## config.mk

```make
export PLATFORM = sky130hd
export DESIGN_NAME = de_script_player
export DESIGN_NICKNAME = d
export VERILOG_FILES = /design/src/rtl/de_script_player.sv
export SDC_FILE = /design/constraint.sdc
export NUM_CORES = 2
export LEC_CHECK = 0
export CAP_MARGIN = 20
export CELL_PAD_IN_SITES_DETAIL_PLACEMENT = 0
export CELL_PAD_IN_SITES_GLOBAL_PLACEMENT = 1
export CORE_UTILIZATION = 54
export DETAILED_ROUTE_END_ITERATION = 12
export PLACE_DENSITY_LB_ADDON = 0.12
export SLEW_MARGIN = 5
export SYNTH_ARGS = -nofsm -noshare
export SYNTH_HDL_FRONTEND = slang
export SYNTH_SLANG_ARGS = --single-unit
```

## constraint.sdc

```tcl
create_clock -name clk_i -period 3.3 [get_ports clk_i]
set_clock_uncertainty 0.15 [all_clocks]
set_input_delay 0.66 -clock clk_i [delete_from_list [all_inputs] [get_ports clk_i]]
set_output_delay 0.66 -clock clk_i [all_outputs]
set_load 0.01 [all_outputs]
```

## src/rtl/de_script_player.sv

```systemverilog
// rtl/de_script_player.sv - scripted decode stage replaying a pre-decoded instruction table into AG
//
// Purpose: holds a small table of packed, pre-decoded instructions and, after
// start_i, presents them one by one on the de_* outputs. An entry retires when
// AG accepts it (busy & ld_ag & ag_vin). After the last entry the outputs fall
// to an all-zero bubble and the block parks in DONE.
// Build option: DE_SCRIPT_LOOP_EN - replay wraps to entry 0 forever instead of
// ending in DONE, and start_i during RUN restarts the program.
//
// Ports:
//   clk_i, rst_n_i          clock (posedge), asynchronous active-low reset
//   tbl_we_i/addr_i/data_i  table write port (any state)
//   prog_len_i              program length, sampled on start (0 -> 1, >DEPTH -> DEPTH)
//   start_i                 begin replay from entry 0
//   de_v_i, reg_dep_i, mem_dep_i, mr_stall_i, mw_stall_i  pipeline valid/hazards
//   ld_ag_o, ag_vin_o       advance handshake towards AG (combinational)
//   de_*_o, ro/rm_needed_o  fields of the entry currently presented (registered)
//   busy_o, done_o          RUN / DONE state flags
//   retired_o               saturating count of entries accepted by AG
module de_script_player #(
  parameter int DEPTH = 16,
  parameter int AW    = 4,
  parameter int DW    = 32,
  parameter int EW    = 50 + 5 * DW
) (
  input  logic          clk_i,
  input  logic          rst_n_i,
  input  logic          tbl_we_i,
  input  logic [AW-1:0] tbl_addr_i,
  input  logic [EW-1:0] tbl_data_i,
  input  logic [AW:0]   prog_len_i,
  input  logic          start_i,
  input  logic          de_v_i,
  input  logic          reg_dep_i,
  input  logic          mem_dep_i,
  input  logic          mr_stall_i,
  input  logic          mw_stall_i,
  output logic          ld_ag_o,
  output logic          ag_vin_o,
  output logic          de_re_o,
  output logic          de_we_o,
  output logic          de_rmsel_o,
  output logic          ro_needed_o,
  output logic          rm_needed_o,
  output logic [1:0]    de_alusel_o,
  output logic [2:0]    de_jmp_o,
  output logic [7:0]    de_modrm_o,
  output logic [15:0]   de_sreg_o,
  output logic [15:0]   de_ptr_o,
  output logic [DW-1:0] de_dval_o,
  output logic [DW-1:0] de_sval_o,
  output logic [DW-1:0] de_disp_o,
  output logic [DW-1:0] de_flags_o,
  output logic [DW-1:0] de_flag_ld_o,
  output logic          busy_o,
  output logic          done_o,
  output logic [15:0]   retired_o
);

  typedef enum logic [1:0] {IDLE, RUN, DONE} state_t;

  localparam logic [AW:0] DEPTH_L = (AW+1)'(DEPTH);

  logic [EW-1:0] tbl_q [DEPTH];

  state_t        state_q, state_d;
  logic [AW-1:0] ptr_q, ptr_d;
  logic [AW:0]   len_q, len_d;
  logic [EW-1:0] entry_q, entry_d;
  logic [15:0]   retired_q, retired_d;

  logic          adv;
  logic          last;
  logic          restart;
  logic [AW-1:0] ptr_nxt;
  logic [AW:0]   len_clamp;

  // Table storage is deliberately not reset so a program survives rst_n.
  always_ff @(posedge clk_i) begin
    if (tbl_we_i) begin
      tbl_q[tbl_addr_i] <= tbl_data_i;
    end
  end

  assign ld_ag_o  = ~(mem_dep_i | mr_stall_i | mw_stall_i);
  assign ag_vin_o = de_v_i & ~reg_dep_i & (state_q == RUN);
  assign busy_o   = (state_q == RUN);
  assign done_o   = (state_q == DONE);
  assign adv      = busy_o & ld_ag_o & ag_vin_o;

  assign ptr_nxt  = ptr_q + 1'b1;
  assign last     = ({1'b0, ptr_q} == (len_q - 1'b1));

  always_comb begin
    len_clamp = prog_len_i;
    if (prog_len_i == '0) begin
      len_clamp = (AW+1)'(1);
    end else if (prog_len_i > DEPTH_L) begin
      len_clamp = DEPTH_L;
    end
  end

`ifdef DE_SCRIPT_LOOP_EN
  assign restart = start_i;
`else
  assign restart = start_i & (state_q != RUN);
`endif

  always_comb begin
    state_d   = state_q;
    ptr_d     = ptr_q;
    len_d     = len_q;
    entry_d   = entry_q;
    retired_d = retired_q;
    if (restart) begin
      state_d   = RUN;
      ptr_d     = '0;
      len_d     = len_clamp;
      entry_d   = tbl_q[0];
      retired_d = '0;
    end else if (adv) begin
      // Table reads here see the pre-write contents, so a same-cycle write
      // to the next slot does not leak into this load.
      if (retired_q != 16'hFFFF) begin
        retired_d = retired_q + 16'd1;
      end
      if (!last) begin
        ptr_d   = ptr_nxt;
        entry_d = tbl_q[ptr_nxt];
      end else begin
`ifdef DE_SCRIPT_LOOP_EN
        ptr_d   = '0;
        entry_d = tbl_q[0];
`else
        state_d = DONE;
        entry_d = '0;
`endif
      end
    end
  end

  always_ff @(posedge clk_i or negedge rst_n_i) begin
    if (!rst_n_i) begin
      state_q   <= IDLE;
      ptr_q     <= '0;
      len_q     <= '0;
      entry_q   <= '0;
      retired_q <= '0;
    end else begin
      state_q   <= state_d;
      ptr_q     <= ptr_d;
      len_q     <= len_d;
      entry_q   <= entry_d;
      retired_q <= retired_d;
    end
  end

  assign {de_re_o, de_we_o, de_rmsel_o, de_alusel_o, de_jmp_o, de_modrm_o,
          de_sreg_o, de_ptr_o, de_dval_o, de_sval_o, de_disp_o, de_flags_o,
          de_flag_ld_o, ro_needed_o, rm_needed_o} = entry_q;

  assign retired_o = retired_q;

endmodule

```

### Cell classes on the final placement

Fill, decap, tap and diode cells in gray.
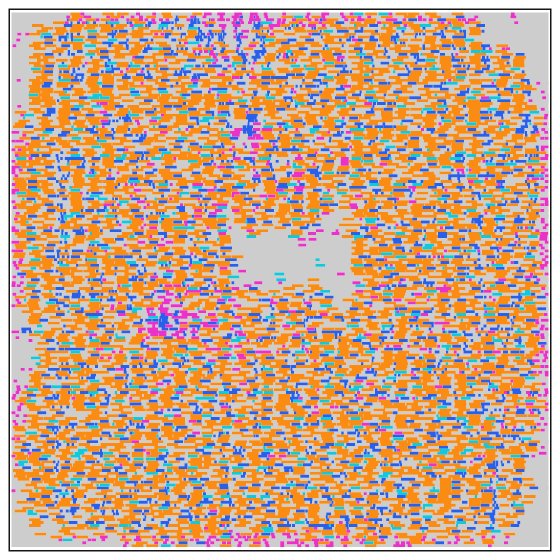
Magenta is other buffers and delay cells, cells 894. Blue is combinational and other logic, cells 2481. Cyan is clock drivers and dummy loads, cells 677. Orange is flops, cells 3597.
share of the final layout cell area in sequential cells: 0.6547
number of rows created at floorplan: 185
placeable core area: 254400 µm²
final cell area excluding filler cells: 163200 µm²
final core utilization: 0.6415

### Clock distribution

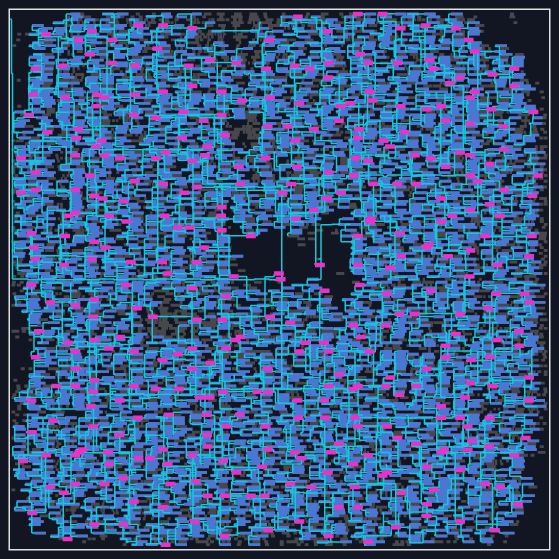
Magenta is clock drivers, count 377. Cyan is clock wires, length 39.8 mm. Blue is flip-flops, count 3597.
Position of the flops: spread over the die. There are 378 routed clock nets.
clock network fraction of total power: 0.311
clock group total power: 40.6 mW
Worst-Skew Late Latency: 0.96 ns

### Clock routing

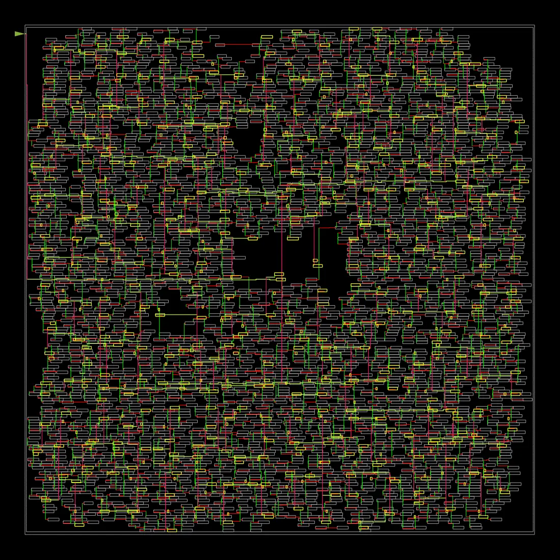
clock buffer instance count of the final layout: 516
sequential cells: 3597
CTS sink count: 3597
TritonCTS buffer count: 377

==> tab_implementation.tex <==
% Yosys + OpenROAD metrics
\begin{tabular}{lr}
\hline
Metric & Value \\
\hline
\multicolumn{2}{l}{\textbf{Worst setup path}} \\
Worst path max stage delay & 0.58 ns \\
Reg2reg start & ptr\_q[0]\$\_DFFE\_PN0P\_ \\
Reg2Reg Depth & 7 \\
Count of buffer and inverter cells on the critical path & 2 \\
Crit path kind & reg -> reg \\
Critical-path cell list & ha\_4 -> buf\_12 -> buf\_12 -> mux4\_2 -> a21boi\_0 -> nor4\_1 -> o21ai\_1 \\
Startpoint type of the worst setup path & register \\
CP Data Required Time & 3.94 ns \\
Worst path arrival time & 3.84 ns \\
\multicolumn{2}{l}{\textbf{Detailed routing}} \\
Wire per inst & 31.60 µm \\
Detailed-routed wire length on met2 & 170200 µm \\
Avg Vias per Cell & 6.355 \\
Count of TritonRoute iterations in the first routing pass & 6 \\
Detail Route Antenna Nets & 0 \\
DRC & 0 \\
\multicolumn{2}{l}{\textbf{Global routing}} \\
Most used routing layer & met2 \\
Global routing met2 resource utilization & 0.4346 \\
Initial antenna violation count & 37 \\
Met1 capacity usage during global routing & 0.3868 \\
Maximum number of pins on one net before global-route repair & 78 \\
Vias in the first global route & 72470 \\
Met3 usage in global routing & 0.05234 \\
\multicolumn{2}{l}{\textbf{Timing}} \\
Unrepaired setup endpoints after global routing & no \\
Minimum clock period & 3.198 ns \\
Setup TNS & 0 ns \\
Share of the clock period used by the worst path after layout & 0.9692 \\
Count of endpoints failing setup in the final report & 0 \\
Worst Setup Slack, final & 0.1018 ns \\
Peak clock frequency supported by timing & 0.3127 GHz \\
\multicolumn{2}{l}{\textbf{Yosys}} \\
Area share of xor/xnor cells in the synthesized design & 0.0005062 \\
Portion of synthesized cell area occupied by the leading cell type & 0.7290 \\
Fraction of synthesized area in multiplexers & 0.1368 \\
Flop and latch count out of synthesis & 3597 \\
Synthesized instance count & 6481 \\
Top cells by area & sky130\_fd\_sc\_hd\_\_edfxtp\_1, sky130\_fd\_sc\_hd\_\_mux4\_2, sky130\_fd\_sc\_hd\_\_dfrtp\_1, sky130\_fd\_sc\_hd\_\_a21boi\_0, sky130\_fd\_sc\_hd\_\_nor2b\_1 \\
Seq share, synth & 0.7718 \\
Syn Nets & 6712 \\
Area fraction in compound gates after synthesis & 0.04442 \\
Netlist area before placement & 138400 µm² \\
Chip area estimate from yosys synthesis & 138400 µm² \\
\multicolumn{2}{l}{\textbf{Cells and area}} \\
Layout overhead on the synthesized area & 17.90\% \\
Clock Network Area Fraction & 0.07204 \\
Number of ordinary and repair buffers in the finished layout & 894 \\
Post-route insts no fill & 11030 \\
\# fillers & 16960 \\
Data-path buffer share of cell area in the final layout & 0.06382 \\
Largest contributor to cell area by class & sequential cells \\
Flop area & 106800 µm² \\
\# nets final & 7582 \\
Logic gate fraction of the total cell area & 0.1832 \\
Most common logic cells in the final layout & sky130\_fd\_sc\_hd\_\_edfxtp\_1, sky130\_fd\_sc\_hd\_\_mux4\_2, sky130\_fd\_sc\_hd\_\_clkdlybuf4s50\_1, sky130\_fd\_sc\_hd\_\_nor2b\_1, sky130\_fd\_sc\_hd\_\_a21boi\_0 \\
Inverters, non-clock & 11 \\
Most frequently placed logic cell in the final layout & sky130\_fd\_sc\_hd\_\_edfxtp\_1 \\
\multicolumn{2}{l}{\textbf{Floorplan}} \\
Tap cell count & 3366 \\
DIE AREA & 258300 µm² \\
\multicolumn{2}{l}{\textbf{Min path}} \\
Kind of path behind the tightest hold check & in -> reg \\
Number of cells on the worst hold path & 3 \\
Worst hold path endpoint & len\_q[3]\$\_DFFE\_PN0P\_ \\
Hold path startpoint & prog\_len\_i[3] \\
\multicolumn{2}{l}{\textbf{Placement}} \\
Half-perimeter wire length of the detailed placement result & 210600 µm \\
Port buffer count & 457 \\
Placed cell count & 10340 \\
\multicolumn{2}{l}{\textbf{Power}} \\
Switching share of total power & 0.2727 \\
Internal Power & 94.90 mW \\
Sw power & 35.58 mW \\
Overall power consumption & 130.5 mW \\
Top power group & registers \\
Power in combinational cells & 36.1 mW \\
Logic pwr share & 0.276 \\
Power density of the placed cells & 799.6 nW/µm² \\
\multicolumn{2}{l}{\textbf{Outcome}} \\
Status & finished clean \\
\multicolumn{2}{l}{\textbf{Flow run}} \\
Log Warnings & 29 \\
Number of max-cap violations & 0 \\
\multicolumn{2}{l}{\textbf{Clock network}} \\
Number of H-tree branching levels & 5 \\
Number of cells upsized or downsized after cts & 0 \\
Maximum clock insertion buffer count & 4 \\
\hline
\end{tabular}
No activity file was given, so power comes from the tool's default toggle rates.
